**src/rtl/mem_port_sched_if.sv**
```systemverilog
// Single 8-bit memory port shared by the core. The scheduler drives it as master;
// the memory system answers as slave with a one-cycle mem_ack per request.
interface mem_port_sched_if #(
   parameter int AW = 16
);
   logic          mem_req;
   logic          mem_we;
   logic [AW-1:0] mem_addr;
   logic [7:0]    mem_wdata;
   logic [7:0]    mem_rdata;
   logic          mem_ack;

   modport master (
      output mem_req, mem_we, mem_addr, mem_wdata,
      input  mem_rdata, mem_ack
   );

   modport slave (
      input  mem_req, mem_we, mem_addr, mem_wdata,
      output mem_rdata, mem_ack
   );
endinterface

```
**src/rtl/mem_port_sched.sv**
```systemverilog
// Memory port scheduler: arbitrates the single memory port between execute-stage
// accesses and the instruction prefetcher, which fills a rotating byte queue.
module mem_port_sched #(
   parameter int            QDEPTH   = 16,
   parameter int            AW       = 16,
   parameter logic [AW-1:0] RESET_PC = '0
) (
   input  logic                     clk,
   input  logic                     reset,
   mem_port_sched_if.master         mem,
   input  logic                     exe_req,
   input  logic                     exe_we,
   input  logic [AW-1:0]            exe_addr,
   input  logic [7:0]               exe_wdata,
   output logic                     exe_ack,
   output logic [7:0]               exe_rdata,
   input  logic                     br_taken,
   input  logic [AW-1:0]            br_target,
   output logic [7:0]               q_data,
   output logic                     q_valid,
   input  logic                     q_pop,
   output logic [$clog2(QDEPTH):0]  q_count,
   output logic [AW-1:0]            fetch_pc
);

   localparam int PW = $clog2(QDEPTH);
   localparam int CW = PW + 1;
   localparam logic [CW-1:0] QFULL = CW'(QDEPTH);

   typedef enum logic [1:0] {
      IDLE,
      IFETCH,
      DATA
   } state_t;

   state_t        state;
   logic          flush_pend;
   logic [7:0]    q_mem [QDEPTH];
   logic [PW-1:0] head;
   logic [PW-1:0] tail;
   logic          push;
   logic          pop;

   // A branch in the same cycle wins over both queue operations.
   assign push    = (state == IFETCH) && mem.mem_ack && !flush_pend && !br_taken;
   assign pop     = q_pop && q_valid && !br_taken;
   assign q_valid = (q_count != '0);
   assign q_data  = q_valid ? q_mem[head] : 8'h00;

   always_ff @(posedge clk) begin
      if (push) begin
         q_mem[tail] <= mem.mem_rdata;
      end
   end

   always_ff @(posedge clk) begin
      if (reset || br_taken) begin
         head    <= '0;
         tail    <= '0;
         q_count <= '0;
      end else begin
         if (push) begin
            tail <= tail + 1'b1;
         end
         if (pop) begin
            head <= head + 1'b1;
         end
         if (push && !pop) begin
            q_count <= q_count + 1'b1;
         end else if (pop && !push) begin
            q_count <= q_count - 1'b1;
         end
      end
   end

   always_ff @(posedge clk) begin
      if (reset) begin
         state         <= IDLE;
         flush_pend    <= 1'b0;
         mem.mem_req   <= 1'b0;
         mem.mem_we    <= 1'b0;
         mem.mem_addr  <= '0;
         mem.mem_wdata <= 8'h00;
         exe_ack       <= 1'b0;
         exe_rdata     <= 8'h00;
         fetch_pc      <= RESET_PC;
      end else begin
         exe_ack <= 1'b0;

         if (br_taken) begin
            fetch_pc <= br_target;
         end else if (push) begin
            fetch_pc <= fetch_pc + 1'b1;
         end

         case (state)
            // exe_req seen alongside exe_ack belongs to the access just completed.
            IDLE: begin
               if (exe_req && !exe_ack) begin
                  state         <= DATA;
                  mem.mem_req   <= 1'b1;
                  mem.mem_we    <= exe_we;
                  mem.mem_addr  <= exe_addr;
                  mem.mem_wdata <= exe_wdata;
               end else if (q_count < QFULL) begin
                  state        <= IFETCH;
                  mem.mem_req  <= 1'b1;
                  mem.mem_we   <= 1'b0;
                  mem.mem_addr <= br_taken ? br_target : fetch_pc;
               end
            end

            IFETCH: begin
               if (mem.mem_ack) begin
                  state       <= IDLE;
                  mem.mem_req <= 1'b0;
                  flush_pend  <= 1'b0;
               end else if (br_taken) begin
                  flush_pend <= 1'b1;
               end
            end

            DATA: begin
               if (mem.mem_ack) begin
                  state       <= IDLE;
                  mem.mem_req <= 1'b0;
                  exe_ack     <= 1'b1;
                  exe_rdata   <= mem.mem_rdata;
               end
            end

            default: begin
               state       <= IDLE;
               mem.mem_req <= 1'b0;
            end
         endcase
      end
   end

endmodule

```
**src/flat_wrapper.sv**
```systemverilog
// flat-port wrapper written by rule: the top's interface ports become plain ports
module mem_port_sched_flat 
#(
   parameter int            QDEPTH   = 16,
   parameter int            AW       = 16,
   parameter logic [AW-1:0] RESET_PC = '0
)
  (clk, reset, exe_req, exe_we, exe_addr, exe_wdata, exe_ack, exe_rdata, br_taken, br_target, q_data, q_valid, q_pop, q_count, fetch_pc, mem_mem_req, mem_mem_we, mem_mem_addr, mem_mem_wdata, mem_mem_rdata, mem_mem_ack);
  mem_port_sched_if #(.AW(AW)) mem_i ();
  input  logic clk;
  input  logic reset;
  input  logic exe_req;
  input  logic exe_we;
  input  logic [AW-1:0] exe_addr;
  input  logic [7:0] exe_wdata;
  output logic exe_ack;
  output logic [7:0] exe_rdata;
  input  logic br_taken;
  input  logic [AW-1:0] br_target;
  output logic [7:0] q_data;
  output logic q_valid;
  input  logic q_pop;
  output logic [$clog2(QDEPTH):0] q_count;
  output logic [AW-1:0] fetch_pc;
  output wire logic [$bits(mem_i.mem_req)-1:0] mem_mem_req;
  output wire logic [$bits(mem_i.mem_we)-1:0] mem_mem_we;
  output wire logic [$bits(mem_i.mem_addr)-1:0] mem_mem_addr;
  output wire logic [$bits(mem_i.mem_wdata)-1:0] mem_mem_wdata;
  input wire logic [$bits(mem_i.mem_rdata)-1:0] mem_mem_rdata;
  input wire logic [$bits(mem_i.mem_ack)-1:0] mem_mem_ack;
  assign mem_mem_req = mem_i.mem_req;
  assign mem_mem_we = mem_i.mem_we;
  assign mem_mem_addr = mem_i.mem_addr;
  assign mem_mem_wdata = mem_i.mem_wdata;
  assign mem_i.mem_rdata = mem_mem_rdata;
  assign mem_i.mem_ack = mem_mem_ack;
  mem_port_sched #(.QDEPTH(QDEPTH), .AW(AW), .RESET_PC(RESET_PC)) u_core (.clk(clk), .reset(reset), .mem(mem_i), .exe_req(exe_req), .exe_we(exe_we), .exe_addr(exe_addr), .exe_wdata(exe_wdata), .exe_ack(exe_ack), .exe_rdata(exe_rdata), .br_taken(br_taken), .br_target(br_target), .q_data(q_data), .q_valid(q_valid), .q_pop(q_pop), .q_count(q_count), .fetch_pc(fetch_pc));
endmodule
```
**config.mk**
```make
export PLATFORM = sky130hd
export DESIGN_NAME = mem_port_sched_flat
export DESIGN_NICKNAME = d
export VERILOG_FILES = /design/src/rtl/mem_port_sched_if.sv /design/src/rtl/mem_port_sched.sv /design/src/flat_wrapper.sv
export SDC_FILE = /design/constraint.sdc
export NUM_CORES = 1
export LEC_CHECK = 0
export CAP_MARGIN = 10
export CORE_MARGIN = 4
export CORE_UTILIZATION = 49
export CTS_CLUSTER_DIAMETER = 80
export DETAILED_ROUTE_END_ITERATION = 16
export PLACE_DENSITY = 0.76
export SYNTH_ARGS = -nofsm -noshare
export SYNTH_HDL_FRONTEND = slang
export SYNTH_SLANG_ARGS = --single-unit
export TNS_END_PERCENT = 1
```
**constraint.sdc**
```tcl
create_clock -name clk -period 3 [get_ports clk]
set_clock_uncertainty 0.2 [all_clocks]
set_input_delay 0.6 -clock clk [delete_from_list [all_inputs] [get_ports clk]]
set_output_delay 0.6 -clock clk [all_outputs]
set_load 0.05 [all_outputs]
```
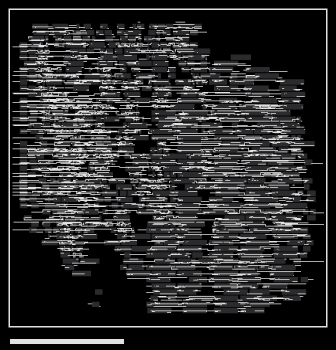
(images/m1.png)
The bar under the picture is 50 um long.
nets with wire on the layer: 773
longest straight run: 29.4 um
wire length on this layer: 8240 um
share of all routed wire: 39%

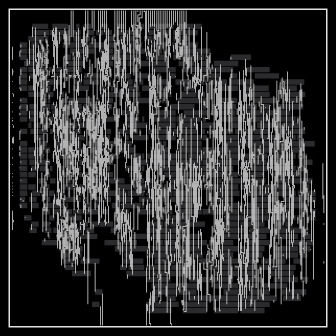
(images/m2.png)
main direction: vertical
nets with wire on the layer: 780
longest straight run: 51.3 um

==> flow_metrics.tcl <==
# collected from the flow reports
set metrics [dict create \
    synth-main-ff-cell "edfxtp_1" \
    clk_latency_ns 0.43 \
    port_buffers 119 \
    avgViaCountPerCell 5.850 \
    grt-busiest-layer "met2" \
    grt_pass1_wl_mm 32.92 \
    largest_area_cell "edfxtp_1" \
    worst-path-stages 7 \
    status "finished, final reports clean" \
    async_flop_share_pct 0 \
    ys.flops 199 \
    logic_gate_count 390 \
    cts_tree "yes" \
    inv_count 14 \
    taps 220 \
    h-tree-depth 4 \
    cp.buffers_inverters 3 \
    hold_depth 2 \
    finalNonFillerCells 1011 \
    grt_overflow 0 \
    dr.pass1.iters 5 \
    met3_usage_pct 5.138 \
    cpLargestDelayFamily "multiplexers" \
    dieArea_um2 19360 \
    met2_usage_pct 37.66 \
    mux_share_pct 10.93 \
    slew_viol_final 0 \
    syn_area_um2 8428 \
    cts_buffer_depth 2 \
    hold_start "u_core.mem.mem_addr[7]$_SDFFE_PP0P_" \
    crit_top_cell "a211oi_2" \
    p_leak_nw 3.582 \
    antenna_found_initial 0 \
    worstReg2RegStart "u_core.q_count[2]$_SDFFE_PP0P_" \
    r2r_cells 11 \
    finalHoldViolCount 0 \
    topCombFamilyByArea "simple AND/OR/NAND/NOR gates" \
    place_ws_ns -0.1146 \
    die_h_um 139.2 \
    relSlewSlack_pct 20.44 \
    tightest_slew_ns 1.185 \
    fmax_mhz 334.2 \
    setup_viol 0 \
    min_period_ns 2.992 \
]
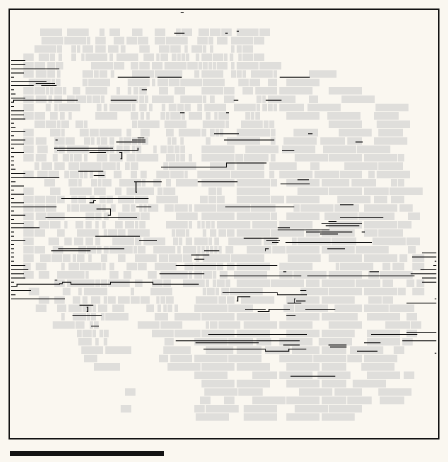
(images/m3.png)
The bar under the picture is 50 um long.
main direction: horizontal
longest straight run: 40.0 um
share of all routed wire: 6.1%
wire length on this layer: 1280 um

[synthesized netlist by cell type, types with 8 or more instances]
cell type    n
xnor2_1      8
edfxtp_1   128
nand3_1     19
a21oi_1     46
ha_1        14
nor2_1      44
mux4_2      32
clkbuf_1    20
nor2b_1     14
xor2_1       8
o211ai_1    18
mux2i_1     20
nor3_1       9
inv_1       14
dfxtp_1     71
a211oi_1    27
buf_2       10
nand2_1     75
[tightest hold or removal path: stages (launching register included)]
cell     delay (ns)
dfxtp_1        0.31
nand2_1        0.05
a21oi_1        0.05
[metal layers]
layer / wire length (um) / share of wire (%)
met2: 11060 / 53
met1: 8238 / 39
met5: 0 / 0
met4: 365 / 1.7
met3: 1283 / 6.1
[registers in the layout, summed over array words and instances (netlist names), named ones only]
name                  cells
u_core.mem.mem_wdata      8
u_core.q_count            5
u_core.head               4
u_core.exe_rdata          8
u_core.mem.mem_addr      16
u_core.tail               4
u_core.mem.mem_req        1
u_core.fetch_pc          16
u_core.state              2
u_core.flush_pend         1
u_core.q_mem            128
u_core.exe_ack            1
u_core.mem.mem_we         1
[metrics by stage]
| step | hold slack (ns) | utilization [%] | setup TNS [ns] |
|---|---|---|---|
| final | 0.2557 | 64.78 | 0 |
| after global routing | 0.2750 | 64.78 | -0.3067 |
| after global placement | 0.2452 | 60.16 | -0.009249 |
| after detailed placement | 0.2474 | 60.16 | -0.1146 |
| after CTS | 0.2576 | 64.40 | -0.2195 |
| after floorplan | 0.2529 | - | -0.7030 |
[what timing repair did]
item,CTS,global route
gates resized,14,14
endpoints found under the hold margin,0,0
cloned,3,0
setup buffers,2,0
pin swaps,2,6
endpoints found under the setup margin,8,8
hold buffers,0,0
[power breakdown]
group	internal (mW)	switching [mW]
Sequential	2.99	0.0710
Clock	1.07	1.01
Combinational	0.361	0.629
